[src/rtl/cpu_dbg_pkg.sv]
// Shared types and constants for the CPU run/dump debug controller.
package cpu_dbg_pkg;

  typedef enum logic [2:0] {
    ST_IDLE,
    ST_RUN,
    ST_RD,
    ST_TX,
    ST_DONE
  } state_e;

  // Reason the last run stopped: bit0 = cycle limit, bit1 = halt.
  localparam logic [1:0] STOP_NONE = 2'b00;
  localparam logic [1:0] STOP_CNT  = 2'b01;
  localparam logic [1:0] STOP_HALT = 2'b10;
  localparam logic [1:0] STOP_BOTH = 2'b11;

endpackage

[src/rtl/cpu_run_dump_ctrl_counter.sv]
// Saturating run-cycle counter with a terminal flag one cycle before END_COUNT.
module run_cycle_counter #(
  parameter int unsigned CNT_W     = 16,
  parameter int unsigned END_COUNT = 25
) (
  input  logic             clk_i,
  input  logic             rst_i,
  input  logic             clr_i,
  input  logic             en_i,
  output logic [CNT_W-1:0] cnt_o,
  output logic             term_o
);

  // END_COUNT of zero disables the limit; TERM_VAL is then unused.
  localparam bit               LIMIT_EN = (END_COUNT != 0);
  localparam logic [CNT_W-1:0] TERM_VAL = LIMIT_EN ? CNT_W'(END_COUNT - 1) : '0;

  logic [CNT_W-1:0] cnt_q, cnt_d;

  // Next count: clear wins, otherwise increment until all-ones.
  always_comb begin
    cnt_d = cnt_q;
    if (clr_i) begin
      cnt_d = '0;
    end else if (en_i && (cnt_q != '1)) begin
      cnt_d = cnt_q + 1'b1;
    end
  end

  // Count register.
  always_ff @(posedge clk_i or negedge rst_i) begin
    if (!rst_i) begin
      cnt_q <= '0;
    end else begin
      cnt_q <= cnt_d;
    end
  end

  assign cnt_o  = cnt_q;
  assign term_o = LIMIT_EN && (cnt_q == TERM_VAL);

endmodule

[src/rtl/cpu_run_dump_ctrl.sv]
// Run controller: enables the CPU for a bounded run, then streams the
// first NUM_REGS register-file entries over a valid/ready port.
module cpu_run_dump_ctrl
  import cpu_dbg_pkg::*;
#(
  parameter int unsigned DATA_W    = 32,
  parameter int unsigned NUM_REGS  = 13,
  parameter int unsigned ADDR_W    = 5,
  parameter int unsigned END_COUNT = 25,
  parameter int unsigned CNT_W     = 16
) (
  input  logic              clk_i,
  input  logic              rst_i,
  input  logic              start_i,
  input  logic              halt_i,
  output logic              cpu_run_o,
  output logic [ADDR_W-1:0] rf_addr_o,
  input  logic [DATA_W-1:0] rf_data_i,
  output logic              dump_valid_o,
  input  logic              dump_ready_i,
  output logic [ADDR_W-1:0] dump_idx_o,
  output logic [DATA_W-1:0] dump_data_o,
  output logic              dump_last_o,
  output logic              done_o,
  output logic [CNT_W-1:0]  cycle_cnt_o,
  output logic [1:0]        stop_cause_o
);

  localparam logic [ADDR_W-1:0] LAST_IDX = ADDR_W'(NUM_REGS - 1);

  state_e            state_q, state_d;
  logic [ADDR_W-1:0] idx_q, idx_d;
  logic [ADDR_W-1:0] beat_idx_q, beat_idx_d;
  logic [DATA_W-1:0] beat_data_q, beat_data_d;
  logic              beat_last_q, beat_last_d;
  logic [1:0]        stop_cause_q, stop_cause_d;
  logic              cnt_clr, cnt_en, cnt_term;

  run_cycle_counter #(
    .CNT_W    (CNT_W),
    .END_COUNT(END_COUNT)
  ) u_cnt (
    .clk_i (clk_i),
    .rst_i (rst_i),
    .clr_i (cnt_clr),
    .en_i  (cnt_en),
    .cnt_o (cycle_cnt_o),
    .term_o(cnt_term)
  );

  // Sequencing: IDLE/DONE -> RUN -> (RD -> TX) x NUM_REGS -> DONE.
  always_comb begin
    state_d      = state_q;
    idx_d        = idx_q;
    beat_idx_d   = beat_idx_q;
    beat_data_d  = beat_data_q;
    beat_last_d  = beat_last_q;
    stop_cause_d = stop_cause_q;
    cnt_clr      = 1'b0;
    cnt_en       = 1'b0;
    case (state_q)
      ST_IDLE, ST_DONE: begin
        if (start_i) begin
          cnt_clr      = 1'b1;
          stop_cause_d = STOP_NONE;
          idx_d        = '0;
          state_d      = ST_RUN;
        end
      end
      ST_RUN: begin
        // The stopping cycle still counts as a run cycle.
        cnt_en = 1'b1;
        if (halt_i || cnt_term) begin
          if (halt_i && cnt_term) begin
            stop_cause_d = STOP_BOTH;
          end else if (halt_i) begin
            stop_cause_d = STOP_HALT;
          end else begin
            stop_cause_d = STOP_CNT;
          end
          idx_d   = '0;
          state_d = ST_RD;
        end
      end
      ST_RD: begin
        beat_data_d = rf_data_i;
        beat_idx_d  = idx_q;
        beat_last_d = (idx_q == LAST_IDX);
        state_d     = ST_TX;
      end
      ST_TX: begin
        if (dump_ready_i) begin
          if (beat_last_q) begin
            state_d = ST_DONE;
          end else begin
            idx_d   = idx_q + 1'b1;
            state_d = ST_RD;
          end
        end
      end
      default: state_d = ST_IDLE;
    endcase
  end

  // State and dump datapath registers.
  always_ff @(posedge clk_i or negedge rst_i) begin
    if (!rst_i) begin
      state_q      <= ST_IDLE;
      idx_q        <= '0;
      beat_idx_q   <= '0;
      beat_data_q  <= '0;
      beat_last_q  <= 1'b0;
      stop_cause_q <= STOP_NONE;
    end else begin
      state_q      <= state_d;
      idx_q        <= idx_d;
      beat_idx_q   <= beat_idx_d;
      beat_data_q  <= beat_data_d;
      beat_last_q  <= beat_last_d;
      stop_cause_q <= stop_cause_d;
    end
  end

  assign cpu_run_o    = (state_q == ST_RUN);
  assign dump_valid_o = (state_q == ST_TX);
  assign done_o       = (state_q == ST_DONE);
  assign rf_addr_o    = idx_q;
  assign dump_idx_o   = beat_idx_q;
  assign dump_data_o  = beat_data_q;
  assign dump_last_o  = beat_last_q;
  assign stop_cause_o = stop_cause_q;

endmodule
[config.mk]
export PLATFORM = sky130hd
export DESIGN_NAME = cpu_run_dump_ctrl
export DESIGN_NICKNAME = d
export VERILOG_FILES = /design/src/rtl/cpu_dbg_pkg.sv /design/src/rtl/cpu_run_dump_ctrl_counter.sv /design/src/rtl/cpu_run_dump_ctrl.sv
export SDC_FILE = /design/constraint.sdc
export NUM_CORES = 1
export LEC_CHECK = 0
export CAP_MARGIN = 30
export CORE_MARGIN = 5
export CORE_UTILIZATION = 50
export DETAILED_ROUTE_END_ITERATION = 7
export GPL_TIMING_DRIVEN = 0
export PLACE_DENSITY = 0.86
export SETUP_SLACK_MARGIN = 0.15
export SYNTH_ARGS = -nofsm -noshare
export SYNTH_HDL_FRONTEND = slang
export SYNTH_HIERARCHICAL = 1
export SYNTH_SLANG_ARGS = --single-unit
[constraint.sdc]
create_clock -name clk_i -period 6.8 [get_ports clk_i]
set_input_delay 0.68 -clock clk_i [delete_from_list [all_inputs] [get_ports clk_i]]
set_output_delay 0.68 -clock clk_i [all_outputs]
set_load 0.03 [all_outputs]
### Wiring by layer, run 1

The bar under the picture is 20 µm long.
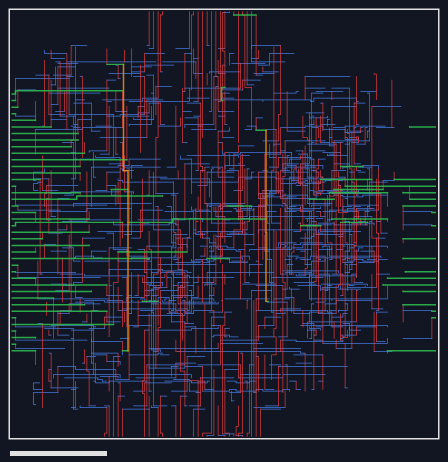
legend:
  M2:
    color: red
    wire_length: 3,710 µm
  M3:
    color: green
    wire_length: 687 µm
  M4:
    color: orange
    wire_length: 95.4 µm
  M1:
    color: blue
    wire_length: 2,880 µm

### The clock network, run 1

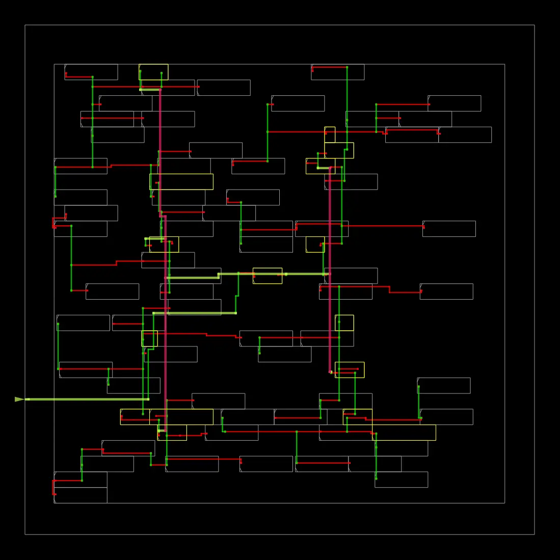
number of CTS-inserted buffers: 9
final worst clock skew: 5.13 ps
clk latency late pin: 340 ps

### Register map, names as in the netlist, run 1

The bar under the picture is 20 µm long. Other sequential cells in the stronger gray, the rest of the logic in the fainter gray.
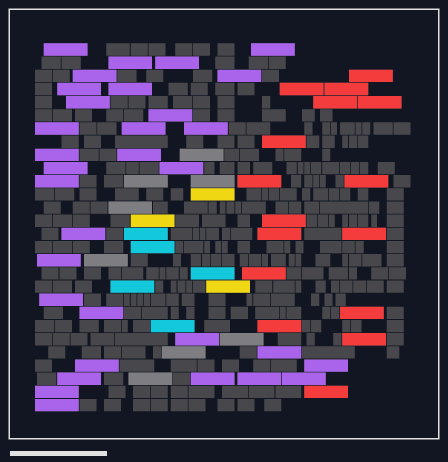
legend:
  u_cnt/cnt_o:
    color: red
    sequential_cells: 16
  rf_addr_o:
    color: cyan
    sequential_cells: 5
  state_q:
    color: yellow
    sequential_cells: 3
  dump_data_o:
    color: purple
    sequential_cells: 32
not colored: 8
final core utilization: 0.741
sequential logic power: 690 µW
sequential share of cell area: 0.363
Sequential cell area: 1600 µm²

==> notes.md, run 1 <==
Main metrics from the flow reports.

The most critical min-delay path falls under in -> async. The cell internal power dissipation is around 1400 µW. Summed over the clock group, the power is 399 µW. The maximum root-to-sink buffer count is 2.

The share of the core filled by cells before placement is 0.516. The synthesized netlist handed to floorplanning was reported with a cell count of 250. Routed signal wires occupy layers up through met4. Looking at the setup timing report, the critical path kind is reg -> out. The headroom to the max-slew limit came out at 0.470.

The aggregate global routing overflow came out at 0. The quantity of I/O buffers inserted on ports is about 100. The endpoint arrival time on the critical path came out at 2170 ps.

The synthesized chip area reported by yosys is 3070 µm². The post-route clock period utilization came out at 0.419. The launching point of the worst reg2reg path is u_cnt/cnt_o[2]. The launching element type of the critical path is a flop. In this run the layout overhead on the synthesized area is reported as 43.5%. Once detailed placement completed, the half-perimeter wirelength came to 5.26 mm. The initial antenna violation count is 0.

The routed layout has 2,416 vias. The largest combinational cell category by area is simple AND/OR/NAND/NOR gates. The number of flip-flops under the largest register name is 32. The detailed router reported a total wirelength of 7.37 mm.

The highest clock frequency the design can meet came out at roughly 350 MHz. The total setup buffers inserted after CTS came out at 0. The synthesized netlist occupies a cell area of 3070 µm². After detailed placement, the total cell area comes to 4170 µm². The critical register-to-register path endpoint is rf_addr_o[2]. The worst-case vdd ir drop is 0.453 mV. The worst reg-to-reg path cell count is 6.

Of the total power, registers draw 0.300. The analysis attributes to net switching a power of 930 µW. According to the timing report, the critical path is captured at cpu_run_o. The detailed router put a total of 2.88 mm of wire on met1.

The synthesis report lists the most area-consuming cells as sky130_fd_sc_hd__dfrtp_1 (52%), sky130_fd_sc_hd__mux2_2 (11%), sky130_fd_sc_hd__mux2_4 (3.9%). The distinct cell type count after synthesis is 51. The layout cell share with drive strength beyond 1 came out at 0.205.

Traced cell by cell, the critical path runs through buf_6, nor2b_4, and2b_1, clkdlybuf4s50_1. The routability congestion estimate came out at 0.832. The net total in the final layout came out at 402. The number of enable flip-flop cells is 0.

Of the total synthesized cell area, the portion taken by full adders, half adders and majority gates is 0.0163. The total number of yosys warnings is 6. Total power normalized to cell area comes to about 520 nW/µm².

Across every metal layer, demand over resource in global routing totals 0.205. The number of instances resized during post-cts repair is 0. The number of nets with antenna violations after detailed routing is 0. Walking the critical path from launch to capture passes 4 cell instances. The number of global-route vias before repair is 2,506. Along the worst path, the maximum fanout reaches 10. The horizontal die dimension reported for this design is 88.4 µm. The detailed route wirelength on metal3 came out at between 600 and 700 µm.

The fill cell total of the finished layout came out at 394. In the layout the commonest cells are sky130_fd_sc_hd__clkdlybuf4s50_1 (99), sky130_fd_sc_hd__dfrtp_1 (64), sky130_fd_sc_hd__mux2_2 (29). The total number of clock tree sinks is 64.

The number of placed instances, taps included, is approximately 430. The fraction of synthesis flops using an asynchronous set or reset pin came out at 1.00. Of the total power, the clock network draws 0.174. The floorplan net count is 291. The worst-case hold slack is 407 ps. The final instance area came out at 4410 µm². By count the netlist is led by sky130_fd_sc_hd__dfrtp_1 (64), sky130_fd_sc_hd__mux2_2 (29), sky130_fd_sc_hd__nor2_1 (15), sky130_fd_sc_hd__a21oi_1 (14), sky130_fd_sc_hd__nand3_1 (13). The total leakage power is 0.00186 µW.

The run finished with clean final reports. The floorplan die height came out at 88.4 µm. The met2 wirelength from detailed routing is roughly 3.7 mm. The post-CTS clock slew at the launch and capture registers of the worst setup and hold paths came out at 70 ps. The number of logged tool warnings came out at 28. Of the post-synthesis cell area, the dominant cell type holds 0.521. The cell family contributing the most delay on the critical path is buffers and inverters. The tally of max-capacitance violations came out at 0. The script logs the ratio of routed vias to standard cells as 5.48. The setup TNS came out at 0 ps. The maximum cell stage delay along the critical path is 740 ps.

The combinational share of power came out at 0.526. The shortest period the worst path allows is 2850 ps. Looking at the max-slew report, the worst-margin pin has a slew of approximately 800 ps. The share of synthesized area spent on multiplexers is 0.155. The critical path capture point type is a primary output. The timing report gives the worst reg2reg path a setup slack of between 4000 and 5000 ps.

The number of rows in the core area is 28. The most frequent logic cell in the layout is sky130_fd_sc_hd__clkdlybuf4s50_1. Each instance of the synthesized netlist takes up on average 12.3 µm². The power in combinational cells came out at 1210 µW. Per the post-run analysis, buffers plus inverters along the critical path come to 2. The fraction of the mapped netlist area in simple logic gates is 0.158. The most area-hungry cell type in the Yosys netlist is sky130_fd_sc_hd__dfrtp_1. The data required time of the worst path is 6120 ps.
## run 1: per-stage QoR
step | setup slack, ps | total power, µW
2_1_floorplan | 4310 | 1430
6_report | 3950 | 2300
5_1_grt | 3850 | 2420
3_3_place_gp | 2920 | 1870
4_1_cts | 3930 | 2320
3_5_place_dp | 4110 | 1900
## run 1: cell type report
class                   count  area (µm²)  area share
plain buffers              10         113      0.0255
clock buffers               9         124      0.0281
clock inverters             7         120      0.0272
multi-input cells         166        1320       0.300
flip-flops and latches     64        1600       0.363
inverters                  10        37.5     0.00851
well taps                  75        93.8      0.0213
repair buffers            100         998       0.226
## run 1: per-layer routing
metal | vias up | track usage
met3 | 7 | 0.0875
met1 | 1182 | 0.248
met2 | 92 | 0.336
met4 | 0 | 0.0618
li1 | 1135 | -
met5 | - | 0
==> run 1 -> run 2 <==
--- a/config.mk
+++ b/config.mk
@@ -7,10 +7,10 @@
 export LEC_CHECK = 0
 export CAP_MARGIN = 30
 export CORE_MARGIN = 5
-export CORE_UTILIZATION = 50
+export CORE_UTILIZATION = 46
 export DETAILED_ROUTE_END_ITERATION = 7
 export GPL_TIMING_DRIVEN = 0
-export PLACE_DENSITY = 0.86
+export PLACE_DENSITY = 0.8
 export SETUP_SLACK_MARGIN = 0.15
 export SYNTH_ARGS = -nofsm -noshare
 export SYNTH_HDL_FRONTEND = slang
==> constraint.sdc (replaced) <==
create_clock -name clk_i -period 2.95 [get_ports clk_i]
set_input_delay 0.295 -clock clk_i [delete_from_list [all_inputs] [get_ports clk_i]]
set_output_delay 0.295 -clock clk_i [all_outputs]
set_load 0.03 [all_outputs]
### Sizing map, run 2

The bar under the picture is 20 µm long.
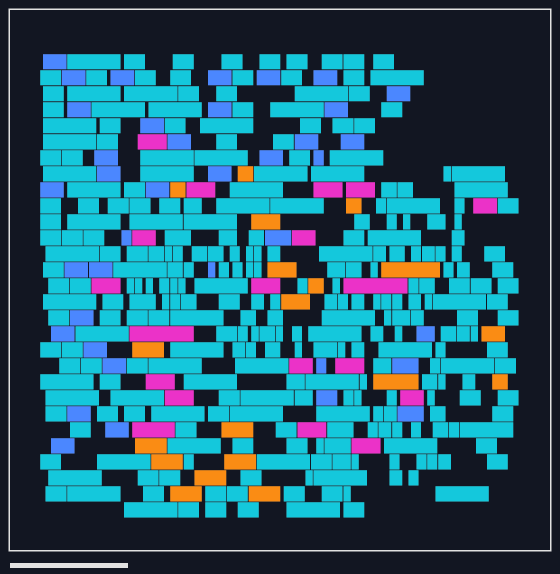
legend:
  x2:
    color: blue
    cells: 38
    share: 10%
  x6 and larger:
    color: magenta
    cells: 19
    share: 5.2%
  x1 and smaller:
    color: cyan
    cells: 290
    share: 79%
  x3 and x4:
    color: orange
    cells: 19
    share: 5.2%
post-route setup slack: 368 ps
number of ordinary and repair buffers in the finished layout: 110

==> notes.md, run 2 <==
Main metrics from the flow reports.

The combinational share of cell area came out at 0.302 (+0.00245). The number of enable flip-flop cells is 0 (unchanged). The met2 wirelength from detailed routing is 3.55 mm (-4.2%). The fraction of area in non-clock buffers was 0.253 (+0.000860). The count of buffer and inverter cells on the critical path is 0 (-2).

Looking at the setup timing report, the critical path kind is reg -> reg. The well-tap cell count is 77 (+2.7%). The run finished with clean final reports.

Post-route period utilization is reported as 0.875. Ranked by total area, the top cell class in this layout is flip-flops and latches. The net total in the final layout is 402 (unchanged). The total design power came out at 5190 µW (+130%). The distinct cell type count after synthesis was 51 (unchanged). The fraction of synthesis flops using an asynchronous set or reset pin came out at 1.00 (unchanged). In this run the top signal layer used is met4. The count of non-CTS inverters in the layout came to 10 (unchanged). In this run the critical register-to-register path is launched from u_cnt/cnt_o[2].

The largest driver fanout on the critical path is 9 (-1). The overall global routing resource usage is 0.184 (-0.0215). The total detailed-routing wirelength was 7.50 mm (+1.8%). Grouping non-sequential cells by family puts the most area in simple AND/OR/NAND/NOR gates. The number of nets with antenna violations after detailed routing came to 0 (unchanged). The total setup buffers inserted after CTS came out at 0 (unchanged). The total power per unit cell area is 1180 nW/µm² (+130%). The share of synthesized area spent on multiplexers is 0.155 (unchanged). The mapped cell area came out at 3070 µm² (unchanged). The tally of max-capacitance violations is 0 (unchanged). The post-placement cell area was 4170 µm² (about the same). The library cells used most frequently in the layout, excluding fill and tap cells, are sky130_fd_sc_hd__clkdlybuf4s50_1 (99), sky130_fd_sc_hd__dfrtp_1 (64), sky130_fd_sc_hd__mux2_2 (29).

The data required time of the worst path is 3170 ps (-2950 ps). The endpoint arrival time on the critical path came out at 2800 ps (+630 ps). The fraction of area in registers is 0.364 (+0.00124). The maximum root-to-sink buffer count came out at 2 (unchanged). The worst setup path is captured at a flop. The final instance area came out at 4400 µm² (-0.34%).

The proportion of cell area spent on the clock network came out at 0.0501 (-0.00522). Walking the worst path, the cells encountered are or4_2, nor4_2, nor2_1, a22oi_2, o211ai_1, a211o_1. The fill cell total of the finished layout is 485 (+23%). The launching element type of the critical path is a flop. The initial antenna violation count is 0 (unchanged).

The detailed placement HPWL came to 5.31 mm (+1.0%). The area fraction in full adders, half adders and majority gates was 0.0163 (unchanged). The post-route clock skew is 5.06 ps (-0.0718 ps).

The aggregate global routing overflow came out at 0 (unchanged). The floorplan net count was 291 (unchanged). Per STA, the endpoint of the critical path is rf_addr_o[2].
### I/O nets highlighted, run 2

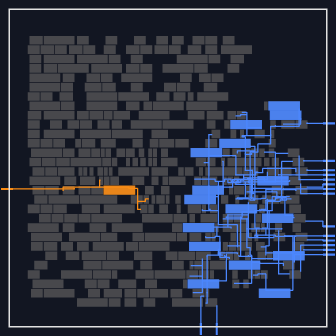
legend:
  dump_last_o:
    color: orange
    bits: 1
    direction: output
    edge: left
    end_cells: 1
    wire: 54.5 µm
  cycle_cnt_o:
    color: blue
    bits: 16
    direction: output
    edge: 14 right, 2 bottom
    end_cells: 16
    wire: 890 µm

[run 2: cell counts after synthesis]
No cell type changed its count.
[run 2: metrics by stage]
step           TNS, ps   util  setup WS (ps)  std cells
6_report             0  0.684            368        443
5_1_grt              0  0.684            221        443
4_1_cts              0  0.683            287        443
3_5_place_dp         0  0.649            294        427
3_3_place_gp    -36590  0.650           -575        427
2_1_floorplan        0      -            461        250
[run 2: cells by family after synthesis]
| family | count (synthesis) |
|---|---|
| compound gates | 41 |
| xor+xnor | 2 |
| fa+ha+maj | 4 |
| buf+inv | 20 |
| flops | 64 |
| mux | 40 |
| simple gates | 79 |
[run 2: power breakdown]
part	leakage (µW)	total [µW]	switching, µW	internal (µW)
Clock	0.000112	838	343	494
Combinational	0.000953	2770	1440	1330
Sequential	0.000790	1580	325	1260
==> run 2 -> run 3 <==
--- a/config.mk
+++ b/config.mk
@@ -6,11 +6,13 @@
 export NUM_CORES = 1
 export LEC_CHECK = 0
 export CAP_MARGIN = 30
+export CELL_PAD_IN_SITES_DETAIL_PLACEMENT = 1
+export CELL_PAD_IN_SITES_GLOBAL_PLACEMENT = 2
 export CORE_MARGIN = 5
-export CORE_UTILIZATION = 46
+export CORE_UTILIZATION = 29
 export DETAILED_ROUTE_END_ITERATION = 7
 export GPL_TIMING_DRIVEN = 0
-export PLACE_DENSITY = 0.8
+export PLACE_DENSITY_LB_ADDON = 0.1
 export SETUP_SLACK_MARGIN = 0.15
 export SYNTH_ARGS = -nofsm -noshare
 export SYNTH_HDL_FRONTEND = slang
### I/O nets highlighted, run 3

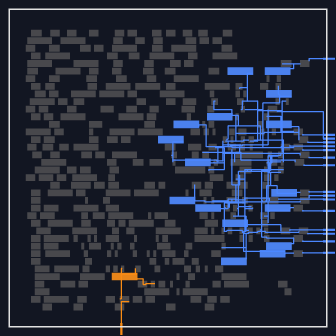
legend:
  cycle_cnt_o:
    color: blue
    bits: 16
    direction: output
    edge: right
    end_cells: 16
    wire: 1,040 µm
  dump_last_o:
    color: orange
    bits: 1
    direction: output
    edge: bottom
    end_cells: 1
    wire: 39.0 µm

==> notes.md, run 3 <==
Main metrics from the flow reports.

The run finished with clean final reports. The total instance count after detailed placement came out at 486 (+14%). The net total in the final layout is 402 (unchanged). The combinational share of power is 0.533 (about the same). The tally of max-capacitance violations is 0 (unchanged). The count of buffer and inverter cells on the critical path is 0 (unchanged). The power in combinational cells is 2770 µW (about the same). The power share of the sequential group is 0.304 (about the same). The pre-CTS setup slack came out at 79.7 ps (-215 ps). The net switching power of the design came to 2120 µW (+0.53%). The area fraction in full adders, half adders and majority gates is 0.0163 (unchanged). The fraction of synthesis flops using an asynchronous set or reset pin was 1.00 (unchanged). The critical path capture point type is a flop.

The total setup buffers inserted after CTS came out at 0 (unchanged). The number of nets with antenna violations after detailed routing is 0 (unchanged). The critical path is of the reg -> reg type. The met2 wirelength from detailed routing came out at 3.73 mm (+5.0%). The setup TNS is 0 ps (unchanged). The overall global routing resource usage is 0.131 (-0.0530). The non-filler instance count after layout is 501 (+13%).

The total detailed-routing wirelength is 8.03 mm (+7.0%). The fraction of the core area covered by cells at the end of the flow came out at 0.434 (-0.251). The share of total power consumed by net switching came to 0.408 (+0.00126). Listed in order, past its start point the critical path passes or4_2, nor4_4, nor2_1, a22oi_2, o211ai_1, a211o_1.

The launching element type of the critical path is a flop. The total power per unit cell area came to 1160 nW/µm² (-1.6%). Looking at the reg2reg group, the worst path starts from u_cnt/cnt_o[2]. The distinct cell type count after synthesis is 51 (unchanged). The largest driver fanout on the critical path came to 9 (unchanged).

The fill cell total of the finished layout came to 1,113 (+130%). The largest share of the power goes to combinational logic. The detailed router used layers up to and including met4.

The share of synthesized area spent on multiplexers is 0.155 (unchanged). The proportion of power drawn by the clock network came to 0.162 (about the same). The aggregate global routing overflow was 0 (unchanged).
### The clock network, run 3

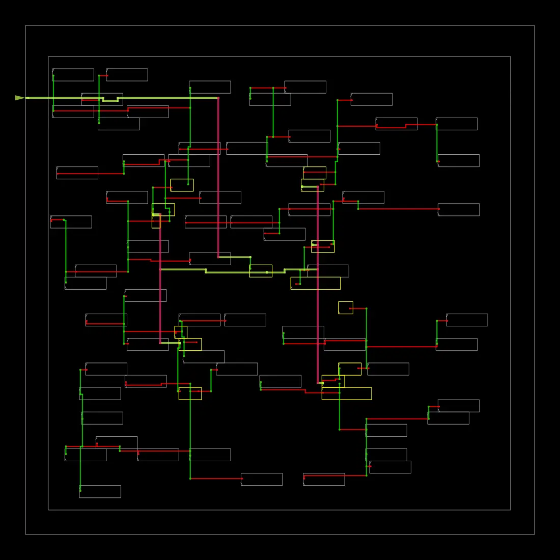
seq_cells: 64
reported clock group power: 845 µW
count of clock tree sinks: 64
final worst clock skew: 13.3 ps

[run 3: cell count changes in the layout (fill, tap and decap cells not counted)]
cell / change
sky130_fd_sc_hd__nor4_4: +1
sky130_fd_sc_hd__clkinv_2: -2
sky130_fd_sc_hd__clkinv_4: +1
sky130_fd_sc_hd__nor4_2: -1
[run 3: cell type report]
cell class                      count  area (µm²)  area share
Clock buffer                       10         138      0.0307
Tap cell                          136         170      0.0380
Multi-Input combinational cell    166        1340       0.299
Timing Repair Buffer              100         998       0.223
Clock inverter                      5        81.3      0.0182
Sequential cell                    64        1600       0.358
Inverter                           10        37.5     0.00838
Buffer                             10         113      0.0252
No activity file was given, so power comes from the tool's default toggle rates.
